===== src/rtl/ring_out_port_arbiter.sv =====
// Output-port controller for one ring link: shares the output channel between pass-through
// and PE injection with per-VC round-robin, one output buffer per VC, polarity-phased.
module ring_out_port_arbiter #(
    parameter int unsigned DATA_W = 64,
    parameter int unsigned VC_BIT = 63
) (
    input  logic              clk,
    input  logic              reset,
    input  logic              polarity,
    input  logic              req0,
    input  logic [DATA_W-1:0] data0,
    output logic              gnt0,
    input  logic              req1,
    input  logic [DATA_W-1:0] data1,
    output logic              gnt1,
    output logic              so,
    input  logic              ro,
    output logic [DATA_W-1:0] dout
);

    logic [DATA_W-1:0] vc_buf [2];
    logic [1:0]        full;
    logic [1:0]        ptr;

    logic              fill_vc;
    logic              send_vc;
    logic              elig0;
    logic              elig1;
    logic              grant;
    logic [DATA_W-1:0] grant_data;

    // Fill-side arbitration: only packets whose VC matches the current polarity compete.
    always_comb begin
        fill_vc    = polarity;
        send_vc    = ~polarity;
        elig0      = req0 && (data0[VC_BIT] == fill_vc);
        elig1      = req1 && (data1[VC_BIT] == fill_vc);
        gnt0       = 1'b0;
        gnt1       = 1'b0;
        if (!reset && !full[fill_vc]) begin
            if (elig0 && elig1) begin
                gnt0 = ~ptr[fill_vc];
                gnt1 = ptr[fill_vc];
            end else begin
                gnt0 = elig0;
                gnt1 = elig1;
            end
        end
        grant      = gnt0 | gnt1;
        grant_data = gnt1 ? data1 : data0;
    end

    // Occupancy, pointers and link outputs; fill and send always address different VCs.
    always_ff @(posedge clk) begin
        if (reset) begin
            full <= '0;
            ptr  <= '0;
            so   <= 1'b0;
            dout <= '0;
        end else begin
            if (grant) begin
                full[fill_vc] <= 1'b1;
                ptr[fill_vc]  <= gnt0;
            end
            if (full[send_vc] && ro) begin
                so            <= 1'b1;
                dout          <= vc_buf[send_vc];
                full[send_vc] <= 1'b0;
            end else begin
                so   <= 1'b0;
                dout <= '0;
            end
        end
    end

    // Packet storage needs no reset: contents are only observable while full is set.
    always_ff @(posedge clk) begin
        if (grant) begin
            vc_buf[fill_vc] <= grant_data;
        end
    end

endmodule

===== config.mk =====
export PLATFORM = sky130hd
export DESIGN_NAME = ring_out_port_arbiter
export DESIGN_NICKNAME = d
export VERILOG_FILES = /design/src/rtl/ring_out_port_arbiter.sv
export SDC_FILE = /design/constraint.sdc
export NUM_CORES = 1
export LEC_CHECK = 0
export CORE_MARGIN = 10
export CORE_UTILIZATION = 52
export DETAILED_ROUTE_END_ITERATION = 8
export GPL_TIMING_DRIVEN = 0
export PLACE_DENSITY_LB_ADDON = 0.08
export SLEW_MARGIN = 15
export SYNTH_ARGS = -nofsm -noshare
export SYNTH_HDL_FRONTEND = slang
export SYNTH_SLANG_ARGS = --single-unit

===== constraint.sdc =====
create_clock -name clk -period 10.7 [get_ports clk]
set_input_delay 1.605 -clock clk [delete_from_list [all_inputs] [get_ports clk]]
set_output_delay 1.605 -clock clk [all_outputs]
set_load 0.02 [all_outputs]

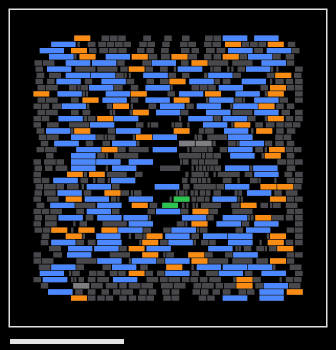
**Above:** where the registers sit.
Bar = 50 um.
dout -> orange  # sequential cells 64, where widely spread
vc_buf -> blue  # sequential cells 128, where widely spread
full -> green  # sequential cells 2
not colored = 3

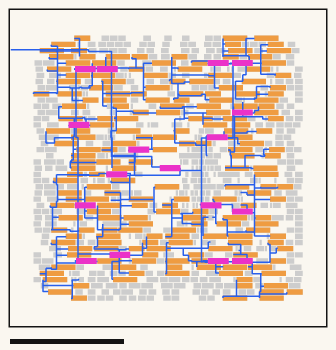
**Above:** routed clock nets over the placement.
Bar = 50 um.
clock wires -> blue  # length 1980 um
clock drivers -> magenta  # count 17
flip-flops -> orange  # count 197
flops lie = widely spread

==> out/qor.txt <==
Number of H-tree levels = 4
Final tally of max-slew violations = 0
Largest net degree at the start of global routing = 40
Combinational share of cell area = 19.4%
Leading cell category by total area = sequential cells
Fraction of final layout cells sized beyond drive strength 1 = 16.0%
Violation tally from detailed-route iteration zero = 244
Logic inverters = 2
Placer's final routability congestion estimate = 0.734
Flip-flop count of the largest register after layout = 128
Number of gates given a new drive strength after cts = 0
FF-to-FF Start = full[0]
Outcome = completed
Average size of a mapped cell = 16.3 um2
Standby leakage power = 0.00379 uW
CP Capture Type = output port
CP most frequent cell = sky130_fd_sc_hd__clkdlybuf4s50_1
Register containing the most flip-flops in the final layout = vc_buf
Summed negative setup slack over all endpoints = 0 ns
Flip-flops = 197
Hold path start = vc_buf[1][9]
Share of cell area taken by flip-flops and latches = 51.0%
Remaining number of nets flagged by the antenna check after routing = 0
Required time at the endpoint of the critical path = 9.10 ns
Worst Tran Pin Value = 0.765 ns
Endpoint of the worst hold-timing path = dout[9]
Number of buffers and inverters on the critical path = 3
Detail-routed net length per standard cell = 18.4 um
Top Family by Delay on Critical Path = buffers and inverters
Initial antenna violation count = 0
DR WL met3 = 1230 um
Tally of OpenROAD warnings = 26
Cts bufs inserted = 17
Number of design rule violations left after detail routing = 0
Proportion of synthesized flip-flops having asynchronous set or reset = 0%
Power per cell area = 156 nW/um2
Most common logic cells in the final layout = sky130_fd_sc_hd__clkdlybuf4s50_1 (198), sky130_fd_sc_hd__edfxtp_1 (128), sky130_fd_sc_hd__dfxtp_1 (69), sky130_fd_sc_hd__nor2_1 (68), sky130_fd_sc_hd__mux2i_1 (65)
Repair and plain buffers = 226
Non-clock buffer contribution to total cell area = 21.7%
Sequential share of the synthesized area = 71.1%
Post-CTS setup-driven buffer insertion count = 0
Met3 demand-to-capacity share in global routing = 6.37%
YS chip area = 7350 um2
Global-route track usage on met1 = 17.7%
Port-buffer cells = 198
Chip Footprint = 19300 um2
Distinct lib cells = 28
Nets = 807
GR Util met2 = 29.0%
Most used flip-flop cell = sky130_fd_sc_hd__edfxtp_1
Area Growth Syn to Fin = 39.3%
EDFF count, synth = 128
Floorplan die height = 139 um
Hold-fix buffers, CTS = 0
Leading cell type by number of instances after synthesis = sky130_fd_sc_hd__edfxtp_1
Number of cell instances after yosys synthesis = 452
GRT busiest layer = met2
Worst setup slack after layout = 5.33 ns
Via count normalized by instance count = 4.99
Most area-consuming cells after synthesis = sky130_fd_sc_hd__edfxtp_1 (52%), sky130_fd_sc_hd__dfxtp_1 (19%), sky130_fd_sc_hd__mux2i_1 (8.9%)
Final wirelength = 16000 um
Worst flop-to-flop path endpoint = vc_buf[1][30]
Wire length of the first global-routing pass = 25000 um
Remaining global-route overflow = 0
Arr. time, crit path = 3.77 ns
Setup-violating endpoint count in the final report = 0
Cell type of the slowest stage on the worst timing path = sky130_fd_sc_hd__clkdlybuf4s50_1
RSZ-0062 raised after global routing = no
Total of max-cap violations = 0
Setup Crit Path Kind = input port to output port
Half-perimeter wire length after placement = 11700 um
Initial Util = 52.9%
Hold slack final = 0.473 ns
Number of optimization iterations in the first detailed-route pass = 4
Length of routed met2 wiring = 8310 um
Core region area = 13900 um2
Post-route minimum period = 5.37 ns
Largest registers = vc_buf (128), dout (64)
CTS tree = built
Placed insts = 834
Count of final hold-check violations = 0
Via count of the first global-routing pass = 4807
Met1 Wirelength = 6180 um
Levels on crit path = 6
DR top layer = met4
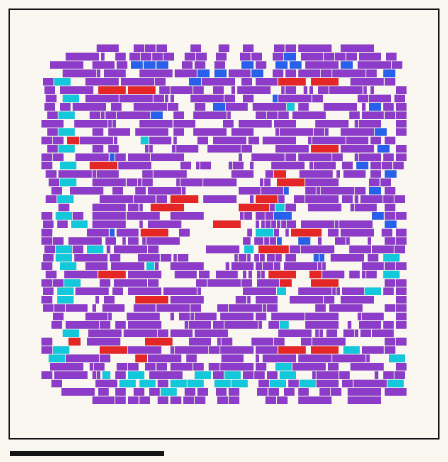
**Above:** cell sizes after repair.
Bar = 50 um.
_0 and _1 cells -> purple  # cells 576, share 84%
_2 cells -> blue  # cells 32, share 4.7%
_6 and larger -> red  # cells 29, share 4.2%
_3 and _4 cells -> cyan  # cells 49, share 7.1%

## logic make-up (layout without fill, tap and decap cells)
kind of cell / after synthesis / after routing / synth area share [%]
AOI/OAI and AO/OA: 14 / 14 / 1.28
xor gates and xnor gates: 1 / 1 / 0.119
buffers and inverters: 26 / 260 / 2.01
DFF: 197 / 197 / 71.1
muxes: 129 / 129 / 20.7
and+or+nand+nor: 85 / 85 / 4.80
## metrics by stage
step | cell area [um2] | power, uW
global route | 10200 | 1640
CTS | 10200 | 1600
finish | 10200 | 1590
global placement | 9560 | 994
floorplan | 7350 | 927
detailed placement | 9670 | 1000
## report_power, final
group | switching (uW) | total, uW | leakage, uW | internal, uW
Sequential | 5.30 | 841 | 0.00173 | 836
Clock | 266 | 608 | 0.000267 | 342
Combinational | 55.7 | 144 | 0.00180 | 87.9
Power is estimated from default activity; no workload was simulated.
